File: src/rtl/aes_round_ctrl.sv
// Round sequencer for an iterative AES encryptor: owns the state register and round counter,
// fetches round keys from an external key-expansion unit and steps an external round datapath.
module aes_round_ctrl #(
  parameter int unsigned NUM_ROUNDS = 10,
  parameter int unsigned W          = 128
) (
  input  logic         clk,
  input  logic         rst_n,
  input  logic         start,
  input  logic [W-1:0] block_in,
  output logic         busy,
  output logic         done,
  output logic [W-1:0] block_out,
  output logic         rk_req,
  output logic [3:0]   rk_idx,
  input  logic         rk_valid,
  input  logic [W-1:0] round_key,
  output logic [W-1:0] dp_state,
  output logic         dp_last,
  input  logic [W-1:0] dp_result
);

  localparam logic [3:0] LastRnd = 4'(NUM_ROUNDS);

  typedef enum logic [1:0] {StIdle, StKey0, StRound, StDone} st_e;

  st_e          st_q;
  logic [W-1:0] state_q;
  logic [3:0]   rnd_q;
  logic [3:0]   rnd_inc;
  logic [W-1:0] round_out;

  assign rnd_inc   = rnd_q + 4'd1;
  assign round_out = dp_result ^ round_key;
  assign dp_state  = state_q;

  // All outputs are registered alongside the state, so they are set from the next state.
  always_ff @(posedge clk) begin
    if (!rst_n) begin
      st_q      <= StIdle;
      state_q   <= '0;
      rnd_q     <= '0;
      block_out <= '0;
      busy      <= 1'b0;
      done      <= 1'b0;
      rk_req    <= 1'b0;
      rk_idx    <= '0;
      dp_last   <= 1'b0;
    end else begin
      done <= 1'b0;
      unique case (st_q)
        StIdle: begin
          if (start) begin
            state_q <= block_in;
            st_q    <= StKey0;
            busy    <= 1'b1;
            rk_req  <= 1'b1;
            rk_idx  <= '0;
            dp_last <= 1'b0;
          end
        end
        StKey0: begin
          if (rk_valid) begin
            state_q <= state_q ^ round_key;
            rnd_q   <= 4'd1;
            st_q    <= StRound;
            rk_idx  <= 4'd1;
            dp_last <= (LastRnd == 4'd1);
          end
        end
        StRound: begin
          if (rk_valid) begin
            state_q <= round_out;
            if (rnd_q < LastRnd) begin
              rnd_q   <= rnd_inc;
              rk_idx  <= rnd_inc;
              dp_last <= (rnd_inc == LastRnd);
            end else begin
              block_out <= round_out;
              st_q      <= StDone;
              busy      <= 1'b0;
              done      <= 1'b1;
              rk_req    <= 1'b0;
              rk_idx    <= '0;
              dp_last   <= 1'b0;
            end
          end
        end
        StDone: begin
          st_q <= StIdle;
        end
        default: begin
          st_q <= StIdle;
        end
      endcase
    end
  end

endmodule

File: config.mk
export PLATFORM = sky130hd
export DESIGN_NAME = aes_round_ctrl
export DESIGN_NICKNAME = d
export VERILOG_FILES = /design/src/rtl/aes_round_ctrl.sv
export SDC_FILE = /design/constraint.sdc
export NUM_CORES = 1
export LEC_CHECK = 0
export CORE_AREA = 2 2 254 256
export DETAILED_ROUTE_END_ITERATION = 6
export DIE_AREA = 0 0 256 258
export HOLD_SLACK_MARGIN = 0.08
export SLEW_MARGIN = 15
export SYNTH_ARGS = -nofsm -noshare
export SYNTH_HDL_FRONTEND = slang
export SYNTH_SLANG_ARGS = --single-unit
File: constraint.sdc
create_clock -name clk -period 3.6 [get_ports clk]
set_clock_uncertainty 0.15 [all_clocks]
set_input_delay 0.72 -clock clk [delete_from_list [all_inputs] [get_ports clk]]
set_output_delay 0.72 -clock clk [all_outputs]
set_load 0.02 [all_outputs]
### Power grid

Bar = 100 um. Pins as bars on the die edge. Tap cells in grey.
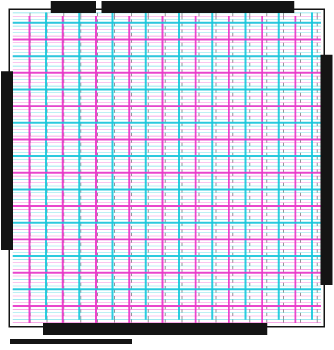
[VSS] magenta
[VDD] cyan
signal pins: 652
met1 rails: 94
IR drop worst, VDD: 535 uV
Die Width: 256 um
Core Area: 63,600 um2

### Placement by cell class

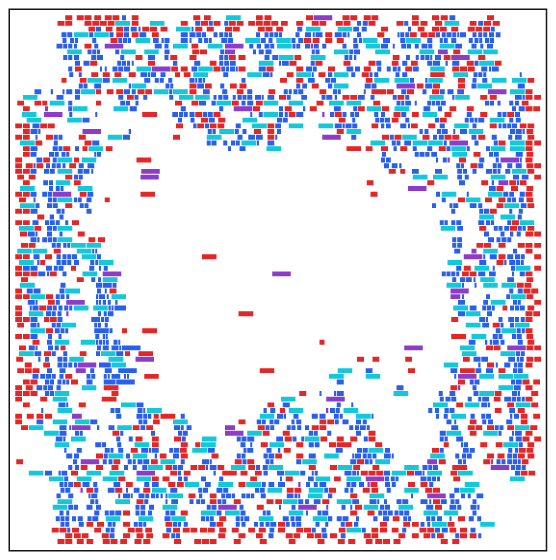
[registers] cyan | cells: 269
[remaining logic cells] blue | cells: 1,348
[clock drivers and dummy loads] purple | cells: 57
[remaining buffers and delay cells] red | cells: 692

==> reports/qor.csv <==
metric;value;unit
cp-end-kind;flop;
cellLeakagePower;9.07;nW
clkCellAreaFrac;4.56;%
lay_top_count;clkdlybuf4s50_1;
crit_buf_inv;2;
crit_type;flop to flop;
p_int;9.99;mW
drv_cap;0;
ys_types;37;
dr.first_iter.drc_count;1441;
ff2ff_path_depth;7;
largest_class;combinational gates;
min_path_cells;2;
flop_area;5390;um2
synthMuxAreaShare;0.130;%
inv_count;7;
rsz0062_at_grt;no;
dp_slack;0.536;ns
cts_tree;done;
critPathMaxStageDelay;0.69;ns
top_layer_used;met4;
ys_area;15300;um2
worstSetupStartpoint;st_q[0]$_SDFFE_PN0P_;
route.met2.wl;33.9;mm
cp-start-kind;flop;
crit_cells;7;
top_cell;dfxtp_1;
area_leaders;dfxtp_1 35%, a31oi_1 10%, o211a_1 8.4%, xnor2_1 7.4%, a22oi_1 6.2%;
clk_pin_slew;0.06;ns
worstPathArrival;2.98;ns
drv_slew;0;
grt_pass1_wl;103;mm
period_used_share;74.2;%
critPathSlowestCell;buf_4;
initial_core_util;24.1;%
simple_gate_share;15.7;%
layout_setup_ws;0.929;ns
r2r-end;dp_state[114]$_SDFFE_PN0P_;
htree_levels;2;
min_period;2.67;ns
post_cts_buffers;0;
crit_end;dp_state[114]$_SDFFE_PN0P_;
buffers;692;
fmax;374;MHz
diodes;9;
status;finished, violations left;
finalSetupViolations;0;
die_area;66000;um2
dp_hpwl;48.1;mm
p_seq;4.58;mW
ys_async_sr_fraction;0;%
switching_share;43.5;%
synth-seq-cells;269;
rows;93;
drive_gt1_share;4.18;%
rr_startpoint;st_q[0]$_SDFFE_PN0P_;
io_buffers;651;
nFillCells;6454;
cp.required;3.91;ns
synth_top_area_share;35.1;%
boundaryPins;652;
rrSetupSlack;0.93;ns
netlist_area;15300;um2
finalHoldViolCount;0;
synth_area_leader_cell;dfxtp_1;
violations;DRC;
cts_buffers;36;
clkSinkCount;269;
layout_top_cells;650 x clkdlybuf4s50_1, 269 x dfxtp_1, 257 x a31oi_1, 141 x nand2_1, 134 x o21ai_0;
aoi_share;35.4;%
post_cts.resized_instances;0;
warning_count;32;
drc;17;
nonClkBufAreaFrac;29.7;%
crit_fanout;54;
synthAdderAreaFrac;0.489;%
synthXorXnorAreaFrac;7.42;%
power.switching;7.68;mW
cts_hold_buf;0;
m1WireLength;27.8;mm
ant_nets;0;
worst_path_most_repeated_cell;a31oi_1;
p_seq_share;25.9;%
ys.flop_type;dfxtp_1;
### Clock distribution

Bar = 100 um.
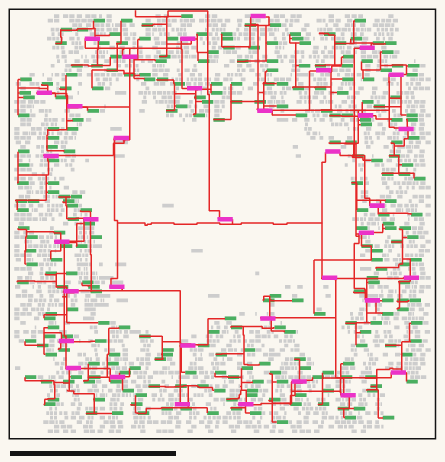
[clock wires] red | length: 4,860 um
[flip-flops] green | count: 269
[clock-net drivers] magenta | count: 36
routed clock nets: 37
flops lie: widely spread
Clock Latency Late Sink: 0.52 ns
Clock Power: 3.43 mW
clock group share of total power: 19.4%

### Routed metal, one colour a layer

Bar = 100 um. Only two layers are drawn.
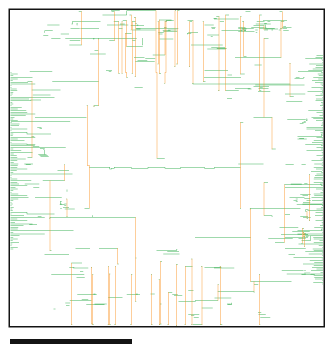
[M3] green | wire length: 4,450 um
[M4] orange | wire length: 2,640 um
drt wl/cell: 21.3 um
final WL: 68.8 mm
GRT Overall Usage: 19.5%
DR vias: 17,300

[through the flow]
step,utilization [%],area (um2),hold slack [ns],std cells
2_1_floorplan,-,15300,0.318,1810
6_report,37.4,23800,0.330,3230
3_5_place_dp,35.6,22700,0.323,3164
3_3_place_gp,35.6,22700,0.314,3164
4_1_cts,37.4,23800,0.333,3221
5_1_grt,37.4,23800,0.343,3230
[per-layer routing]
layer  vias to the layer above  global-route usage [%]
met2                       819                    33.7
met4                         0                    8.50
li1                       7979                       -
met3                       146                    3.66
met5                         -                       0
met1                      8401                    23.7
[registers in the layout (all words and copies together), names as in the netlist]
signal,count
block_out,128
dp_state,128
rk_idx,4
rnd_q,4
st_q,2
done,1
dp_last,1
rk_req,1
No activity file was given, so power comes from the tool's default toggle rates.
